run_1/congestion_map.png
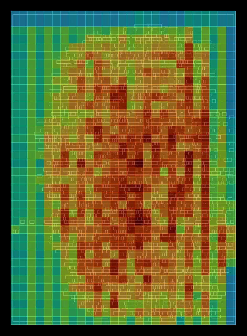
run_1/m3.png
Cells faint in the background.
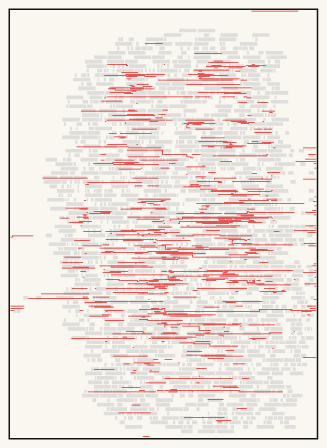
run_1/m4.png
Scale bar: 50 um. Supply wires on this layer in grey.
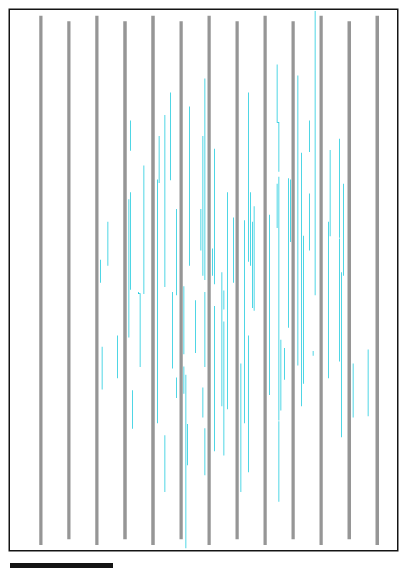
run_1/m1.png
Scale bar: 50 um. Supply wires on this layer in grey.
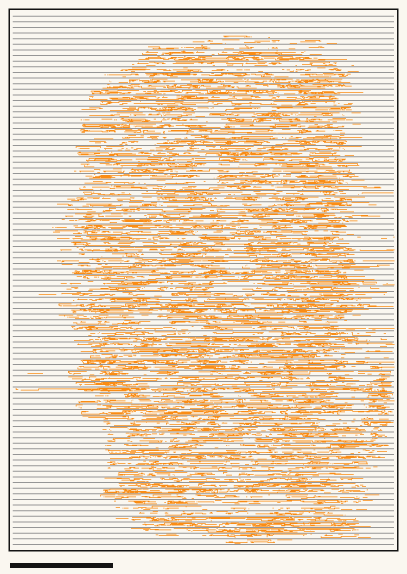
`src/rtl/sprite_palette_pkg.sv`:
```
// Shared types and reset-default colour tables for the sprite palette controller.
package sprite_palette_pkg;

  typedef enum logic [1:0] {
    StIdle     = 2'd0,
    StFlashOn  = 2'd1,
    StFlashOff = 2'd2
  } flash_state_e;

  typedef logic [11:0] rgb12_t;

  localparam int unsigned DefaultEntries = 16;

  localparam rgb12_t DEFAULT_NORMAL [DefaultEntries] = '{
    12'h000, 12'hFFF, 12'h222, 12'h444, 12'h666, 12'h888, 12'hAAA, 12'hCCC,
    12'hF00, 12'h0F0, 12'h00F, 12'hFF0, 12'h0FF, 12'hF0F, 12'h840, 12'h48C
  };

  localparam rgb12_t DEFAULT_HURT [DefaultEntries] = '{
    12'h000, 12'hFFF, 12'hF22, 12'hF44, 12'hF66, 12'hF88, 12'hFAA, 12'hFCC,
    12'hF00, 12'hF80, 12'hF08, 12'hFF8, 12'hF8F, 12'hF0F, 12'hC40, 12'hE8C
  };

  // Entries beyond the 16-entry tables and banks above 1 default to black.
  function automatic rgb12_t default_rgb(input int unsigned bank, input int unsigned idx);
    logic [3:0] idx4;
    idx4 = idx[3:0];
    if (idx >= DefaultEntries) return '0;
    if (bank == 0) return DEFAULT_NORMAL[idx4];
    if (bank == 1) return DEFAULT_HURT[idx4];
    return '0;
  endfunction

endpackage

```
`src/rtl/sprite_palette_ctrl_flash_fsm.sv`:
```
// Hurt-flash sequencer: alternates FLASH_ON / FLASH_OFF phases counted in frames.
module palette_flash_fsm
  import sprite_palette_pkg::*;
#(
  parameter int unsigned FLASH_FRAMES = 4,
  parameter int unsigned NUM_FLASHES  = 3,
  parameter int unsigned NUM_BANKS    = 2,
  parameter int unsigned BANK_W       = 1
) (
  input  logic              Clk,
  input  logic              Reset_n,
  input  logic              frame_start,
  input  logic              hurt_trig,
  output logic [BANK_W-1:0] req_bank,
  output logic              flashing
);

  localparam int unsigned FcntW = (FLASH_FRAMES > 1) ? $clog2(FLASH_FRAMES) : 1;
  localparam int unsigned NcntW = (NUM_FLASHES > 1) ? $clog2(NUM_FLASHES) : 1;
  localparam logic [FcntW-1:0] FrameReload = FcntW'(FLASH_FRAMES - 1);
  localparam logic [NcntW-1:0] FlashReload = NcntW'(NUM_FLASHES - 1);

  flash_state_e     state_q, state_d;
  logic [FcntW-1:0] fcnt_q, fcnt_d;
  logic [NcntW-1:0] ncnt_q, ncnt_d;
  logic             flashing_q;

  always_comb begin
    state_d = state_q;
    fcnt_d  = fcnt_q;
    ncnt_d  = ncnt_q;
    if (hurt_trig) begin
      // A hurt always restarts the full sequence, even mid-flash.
      state_d = StFlashOn;
      fcnt_d  = FrameReload;
      ncnt_d  = FlashReload;
    end else if (frame_start && (state_q != StIdle)) begin
      if (fcnt_q != '0) begin
        fcnt_d = fcnt_q - 1'b1;
      end else begin
        unique case (state_q)
          StFlashOn: begin
            state_d = StFlashOff;
            fcnt_d  = FrameReload;
          end
          StFlashOff: begin
            if (ncnt_q != '0) begin
              state_d = StFlashOn;
              ncnt_d  = ncnt_q - 1'b1;
              fcnt_d  = FrameReload;
            end else begin
              state_d = StIdle;
            end
          end
          default: state_d = StIdle;
        endcase
      end
    end
  end

  always_ff @(posedge Clk) begin
    if (!Reset_n) begin
      state_q    <= StIdle;
      fcnt_q     <= '0;
      ncnt_q     <= '0;
      flashing_q <= 1'b0;
    end else begin
      state_q    <= state_d;
      fcnt_q     <= fcnt_d;
      ncnt_q     <= ncnt_d;
      flashing_q <= (state_d != StIdle);
    end
  end

  assign req_bank = ((state_q == StFlashOn) && (NUM_BANKS > 1)) ? BANK_W'(1) : '0;
  assign flashing = flashing_q;

endmodule

```
`src/rtl/sprite_palette_ctrl.sv`:
```
// Sprite colour lookup with a flip-flop palette and frame-aligned hurt-flash bank switching.
module sprite_palette_ctrl
  import sprite_palette_pkg::*;
#(
  parameter int unsigned IDX_W        = 4,
  parameter int unsigned NUM_BANKS    = 2,
  parameter int unsigned FLASH_FRAMES = 4,
  parameter int unsigned NUM_FLASHES  = 3,
  parameter int unsigned TRANSP_IDX   = 0,
  localparam int unsigned BANK_W      = (NUM_BANKS > 1) ? $clog2(NUM_BANKS) : 1
) (
  input  logic              Clk,
  input  logic              Reset_n,
  input  logic              pix_valid,
  input  logic [IDX_W-1:0]  index,
  input  logic              frame_start,
  input  logic              hurt_trig,
  input  logic              wr_en,
  input  logic [BANK_W-1:0] wr_bank,
  input  logic [IDX_W-1:0]  wr_index,
  input  logic [11:0]       wr_rgb,
  output logic [3:0]        red,
  output logic [3:0]        green,
  output logic [3:0]        blue,
  output logic              rgb_valid,
  output logic              transparent,
  output logic              flashing
);

  localparam int unsigned Entries = 2 ** IDX_W;

  rgb12_t            pal_q [NUM_BANKS][Entries];
  rgb12_t            pal_d [NUM_BANKS][Entries];
  logic [BANK_W-1:0] active_bank_q, active_bank_d;
  logic [BANK_W-1:0] req_bank;
  rgb12_t            rgb_q, rgb_d, rd_rgb;
  logic              rgb_valid_q, rgb_valid_d;
  logic              transp_q, transp_d;
  logic              wr_bank_ok;

  palette_flash_fsm #(
    .FLASH_FRAMES(FLASH_FRAMES),
    .NUM_FLASHES (NUM_FLASHES),
    .NUM_BANKS   (NUM_BANKS),
    .BANK_W      (BANK_W)
  ) u_flash_fsm (
    .Clk        (Clk),
    .Reset_n    (Reset_n),
    .frame_start(frame_start),
    .hurt_trig  (hurt_trig),
    .req_bank   (req_bank),
    .flashing   (flashing)
  );

  assign wr_bank_ok = ({1'b0, wr_bank} < (BANK_W + 1)'(NUM_BANKS));

  always_comb begin
    pal_d = pal_q;
    if (wr_en && wr_bank_ok) begin
      pal_d[wr_bank][wr_index] = wr_rgb;
    end
  end

  always_comb begin
    // Reads see pal_q, so a same-cycle write to the entry returns the old colour.
    rd_rgb        = pal_q[active_bank_q][index];
    rgb_valid_d   = pix_valid;
    rgb_d         = pix_valid ? rd_rgb : '0;
    transp_d      = pix_valid && (index == IDX_W'(TRANSP_IDX));
    active_bank_d = frame_start ? req_bank : active_bank_q;
  end

  always_ff @(posedge Clk) begin
    if (!Reset_n) begin
      for (int b = 0; b < NUM_BANKS; b++) begin
        for (int i = 0; i < Entries; i++) begin
          pal_q[b][i] <= default_rgb(b, i);
        end
      end
    end else begin
      pal_q <= pal_d;
    end
  end

  always_ff @(posedge Clk) begin
    if (!Reset_n) begin
      active_bank_q <= '0;
      rgb_q         <= '0;
      rgb_valid_q   <= 1'b0;
      transp_q      <= 1'b0;
    end else begin
      active_bank_q <= active_bank_d;
      rgb_q         <= rgb_d;
      rgb_valid_q   <= rgb_valid_d;
      transp_q      <= transp_d;
    end
  end

  assign red         = rgb_q[11:8];
  assign green       = rgb_q[7:4];
  assign blue        = rgb_q[3:0];
  assign rgb_valid   = rgb_valid_q;
  assign transparent = transp_q;

endmodule
```
`config.mk`:
```
export PLATFORM = sky130hd
export DESIGN_NAME = sprite_palette_ctrl
export DESIGN_NICKNAME = d
export VERILOG_FILES = /design/src/rtl/sprite_palette_pkg.sv /design/src/rtl/sprite_palette_ctrl_flash_fsm.sv /design/src/rtl/sprite_palette_ctrl.sv
export SDC_FILE = /design/constraint.sdc
export NUM_CORES = 1
export LEC_CHECK = 0
export CORE_ASPECT_RATIO = 1.4
export CORE_UTILIZATION = 45
export CTS_CLUSTER_SIZE = 24
export DETAILED_ROUTE_END_ITERATION = 10
export PLACE_DENSITY = 0.69
export SETUP_SLACK_MARGIN = 0.3
export SLEW_MARGIN = 10
export SYNTH_ARGS = -nofsm -noshare
export SYNTH_HDL_FRONTEND = slang
export SYNTH_HIERARCHICAL = 1
export SYNTH_SLANG_ARGS = --single-unit
```
`constraint.sdc`:
```
create_clock -name Clk -period 12.1 [get_ports Clk]
set_clock_uncertainty 0.05 [all_clocks]
set_input_delay 3.025 -clock Clk [delete_from_list [all_inputs] [get_ports Clk]]
set_output_delay 3.025 -clock Clk [all_outputs]
set_load 0.01 [all_outputs]
```
==> qor.yml, run 1 <==
outcome: "completed"
flop-count: 406
avgSynthCellArea_um2: 12.0
power.share.sequential: 0.512
internal_power_mw: 2.47
crit_top_cell: "buf_4"
path_cells: "buf_4, buf_4, nand2_8, buf_12"
synth-seq-cells: 406
leakagePower_nw: 8.62
wl_met2_mm: 30.4
drtIter0Drc: 1922
grt_max_degree: 195
whs_ns: 0.471
sh_seq_area: 0.498
r2r_slack_ns: 9.11
cts_max_level: 2
edf_count: 360
synthFlopType: "edfxtp_1"
ys_sh_aoi: 0.107
clk-power_mw: 1.23
initCoreUtil: 0.459
area_growth_syn_to_layout_pct: 9.00
seq_power_mw: 1.69
floorplan.nets: 1840
max_freq_mhz: 176
place_ws_ns: 6.02
nWellTaps: 624
clkLatencyLatePin_ns: 0.55
antenna_cells: 3
topCellsByArea: "edfxtp_1 50%, mux2i_1 11%, mux4_2 11%"
portBuffers: 41
top_area_frac: 0.500
nonClkBufAreaFrac: 0.0308
maxUsedRoutingLayer: "met4"
die_area_um2: 49000
drt-met1-wl_mm: 23.5
synth-xor-area-share: 0
pwr-share-comb: 0.114
worstSetupStartpoint: "Reset_n"
top_cell: "edfxtp_1"
cp-endpoint: "pal_q[324]"
synth_warnings: 6
yosys.area.top_type: "edfxtp_1"
rows: 94
hpwl_mm: 37.1
gr-usage-met2: 0.418
largest_class: "registers"
cp-end-kind: "flop"
sh_comb_area: 0.382
vdd_drop_max_mv: 0.0978
crit_type: "in -> reg"
fin_nets: 1768
layout_setup_ws_ns: 6.42
fin_area_um2: 23600
layout-drive-gt1-share: 0.125
top_logic_kind: "multiplexers"
swShare: 0.251
power.clock.fraction: 0.374
simple_gate_area_frac: 0.0817
final_cells: 2396
r2r_start: "active_bank_q"
whs_endpoint: "pal_q[188]"
die_y_um: 261
## Picture notes: congestion_map.png
Total GRT Usage: 0.257
grt peak-use layer: met2
Final Core Density: 0.500
M3 GR Usage: 0.0460
met1 Usage GRT: 0.324

## Picture notes: m3.png
nets with wire on the layer: 234
main direction: horizontal
wire length on this layer: 5510 um

## Picture notes: m4.png
wire length on this layer: 3450 um
longest straight run: 140 um
share of all routed wire: 5.5%
nets with wire on the layer: 54
final wirelength: 62.9 mm
via count: 15500

## Picture notes: m1.png
longest straight run: 49.2 um
nets with wire on the layer: 1699

-- run 1: cells in the final DEF, fill, tap and decap left out, types with 37 or more instances in the layout --
cell               n
o21ai_0          241
clkbuf_16         43
edfxtp_1         360
buf_4             40
mux4_2           104
dfxtp_1           45
nand2_1          222
mux2i_1          243
a21oi_1          158
nand3_1           65
clkdlybuf4s50_1   37
-- run 1: state kept, by name (all words and copies together), names as in the netlist --
signal,cells
u_flash_fsm/fcnt_q,2
active_bank_q,1
transparent,1
u_flash_fsm/flashing,1
pal_q,384
rgb_q,12
u_flash_fsm/ncnt_q,2
u_flash_fsm/state_q,2
rgb_valid,1
-- run 1: critical path, delay by kind of cell --
kind,cells,cell delay [ns]
buffers and inverters,3,1.59
AND/OR/NAND/NOR,1,0.55
run_1/m2.png
Scale bar: 50 um.
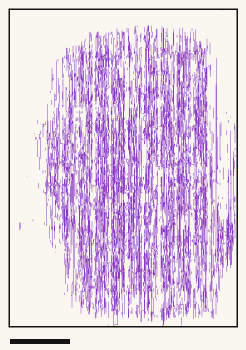

==> run 2: changes to the inputs <==
--- a/config.mk
+++ b/config.mk
@@ -9,7 +9,7 @@
 export CORE_UTILIZATION = 45
 export CTS_CLUSTER_SIZE = 24
 export DETAILED_ROUTE_END_ITERATION = 10
-export PLACE_DENSITY = 0.69
+export PLACE_DENSITY = 0.67
 export SETUP_SLACK_MARGIN = 0.3
 export SLEW_MARGIN = 10
 export SYNTH_ARGS = -nofsm -noshare
==> constraint.sdc (replaced) <==
create_clock -name Clk -period 5.25 [get_ports Clk]
set_clock_uncertainty 0.05 [all_clocks]
set_input_delay 1.3125 -clock Clk [delete_from_list [all_inputs] [get_ports Clk]]
set_output_delay 1.3125 -clock Clk [all_outputs]
set_load 0.01 [all_outputs]
run_2/m2.png
Scale bar: 50 um.
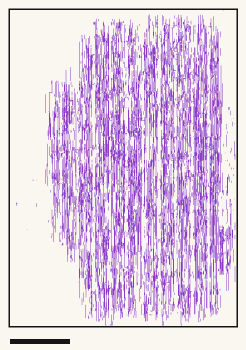
wire length on this layer: 30.3 mm
longest straight run: 124 um
main direction: vertical
via count: 15300
met2 usage: 0.424
final wirelength: 61.3 mm

run_2/congestion_map.png
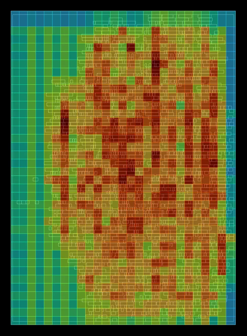
met1 Usage GRT: 0.324
Final Core Density: 0.504
post-DR wirelength/cell: 25.4 um

run_2/m1.png
Scale bar: 50 um. Supply wires on this layer in grey.
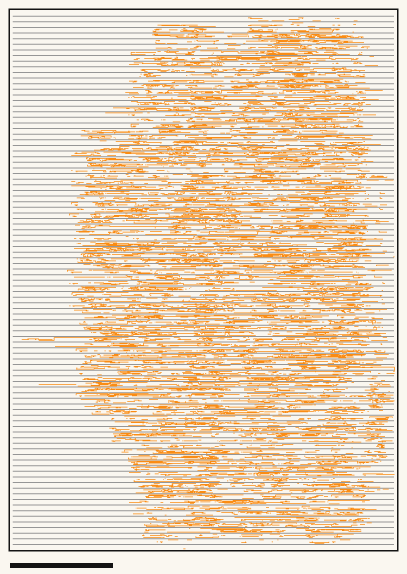
main direction: horizontal
wire length on this layer: 23.7 mm
share of all routed wire: 39%

==> run 2 against run 1 <==
  * Synthesized area is the same
  * Synthesized cell count is the same
  * Critical path type unchanged
  * Total power up 130%
  * First-iteration DRC count decreased by 6.7%
  * Routed wire length is 2.4% lower
  * Sequential share of layout area is 0.43 points lower
  * Core utilization up 0.44 points
  * Final cell count grew 0.79%
  * Sequential power grew 130%
  * Via count down 1.6%
  * Register-to-register slack got worse by 6.6 ns
  * Clock power increased by 130%
==> qor.yml, run 2 <==
portBuffers: 41  # unchanged
whs_endpoint: "u_flash_fsm/fcnt_q[0]"
r2r_start: "active_bank_q"
avgSynthCellArea_um2: 12.0  # unchanged
dr.pass1.iters: 8
area_growth_syn_to_layout_pct: 9.95
largest_register_ffs: 384  # unchanged
clk_pin_slew_worst_paths_ns: 0.06
crit_type: "in -> reg"
clk-power_mw: 2.83  # +130%
outcome: "completed"
clock-sinks: 406
mostFrequentLayoutCell: "edfxtp_1"
whs_ns: 0.464  # -0.00630 ns
use_met3: 0.0288  # -0.0172
ys_seq_share: 0.542
reg_top3: "pal_q (384), rgb_q (12)"
cts-buffers-inserted: 40
path_cells: "clkdlybuf4s50_1, nor3b_2, buf_4, nand2_1, mux2i_1, o21ai_0"
top_area_frac: 0.500  # unchanged
hpwl_mm: 37.3  # +0.41%
vdd_drop_max_mv: 0.301  # +210%
layout-drive-gt1-share: 0.135  # +0.00963
seq_power_mw: 3.88  # +130%
largest-register: "pal_q"
clkLatencyLatePin_ns: 0.56  # about the same
drt-met1-wl_mm: 23.7  # +0.64%
track_usage: 0.251  # -0.00542
swShare: 0.251  # about the same
busiest_layer: "met2"
slew_headroom: 0.197
power.clock.fraction: 0.373  # about the same
path_delay_family: "buffers and inverters"
pwr-share-comb: 0.116  # +0.002
leakagePower_nw: 8.75  # +1.5%
initCoreUtil: 0.459  # unchanged
drtIter0Drc: 1793  # -6.7%
cp.required_ns: 5.45
synth-xor-area-share: 0  # unchanged
antenna_cells: 0  # -3
yosys.area.top_type: "edfxtp_1"
cts_tree: "built"
rows: 94  # unchanged
die_area_um2: 49000  # unchanged
edf_count: 360  # unchanged
synth_warnings: 6  # unchanged
synthFlopType: "edfxtp_1"
cts_setup_buffers: 0
topCellsByArea: "edfxtp_1 50%, mux2i_1 11%, mux4_2 11%"
post_cts_resized: 0
power.share.sequential: 0.512  # about the same
ys_sh_aoi: 0.107  # unchanged
cp-endpoint: "pal_q[294]"
max_freq_mhz: 283
synth-seq-cells: 406  # unchanged
worstSetupStartpoint: "wr_index[2]"
worst_pin_slew_ns: 1.20
fin_nets: 1795  # +1.5%
floorplan.nets: 1840  # unchanged
simple_gate_area_frac: 0.0817  # unchanged
grt_max_degree: 185  # -5.1%
warnings: 31
start_kind: "primary input"
maxUsedRoutingLayer: "met4"
min_delay_path_depth: 2
crit_cells: 6  # +2
cp-end-kind: "flop"
internal_power_mw: 5.67  # +130%
yosys_cells: 1808
crit_buf_inv: 2  # -1
cp_slowest_cell: "clkdlybuf4s50_1"
gp_congestion: 0.863
muxShareOfSynthArea: 0.222
top_cells_by_count: "360 x edfxtp_1, 243 x mux2i_1, 241 x o21ai_0"
r2r_slack_ns: 2.55  # -6.56 ns
final_cells: 2415  # +0.79%
lay_top_cells: "360 x edfxtp_1, 243 x mux2i_1, 241 x o21ai_0, 222 x nand2_1, 158 x a21oi_1"
finalCritPeriodShare: 0.673
die_y_um: 261  # unchanged
top_logic_kind: "multiplexers"
wl_met2_mm: 30.3  # -0.38%
r2r_end: "rgb_q[4]"
top_cell: "edfxtp_1"
cts_max_level: 2  # unchanged
run 2: cell type report:
| cell class | count | area (um^2) | area share |
|---|---|---|---|
| flip-flops and latches | 406 | 11700 | 0.493 |
| multi-input cells | 1188 | 8990 | 0.378 |
| clock buffers | 58 | 1110 | 0.0467 |
| repair buffers | 110 | 985 | 0.0414 |
| well taps | 624 | 781 | 0.0328 |
| clock inverters | 12 | 120 | 0.00505 |
| inverters | 17 | 66.3 | 0.00279 |
run 2: through the flow:
stage	setup slack, ns	cell area [um^2]
2_1_floorplan	0.526	21600
3_3_place_gp	1.24	22600
3_5_place_dp	1.15	22600
4_1_cts	1.73	23800
5_1_grt	1.58	23800
6_report	1.72	23800
Power figures rest on the tool's default switching activity, not on a simulated workload.
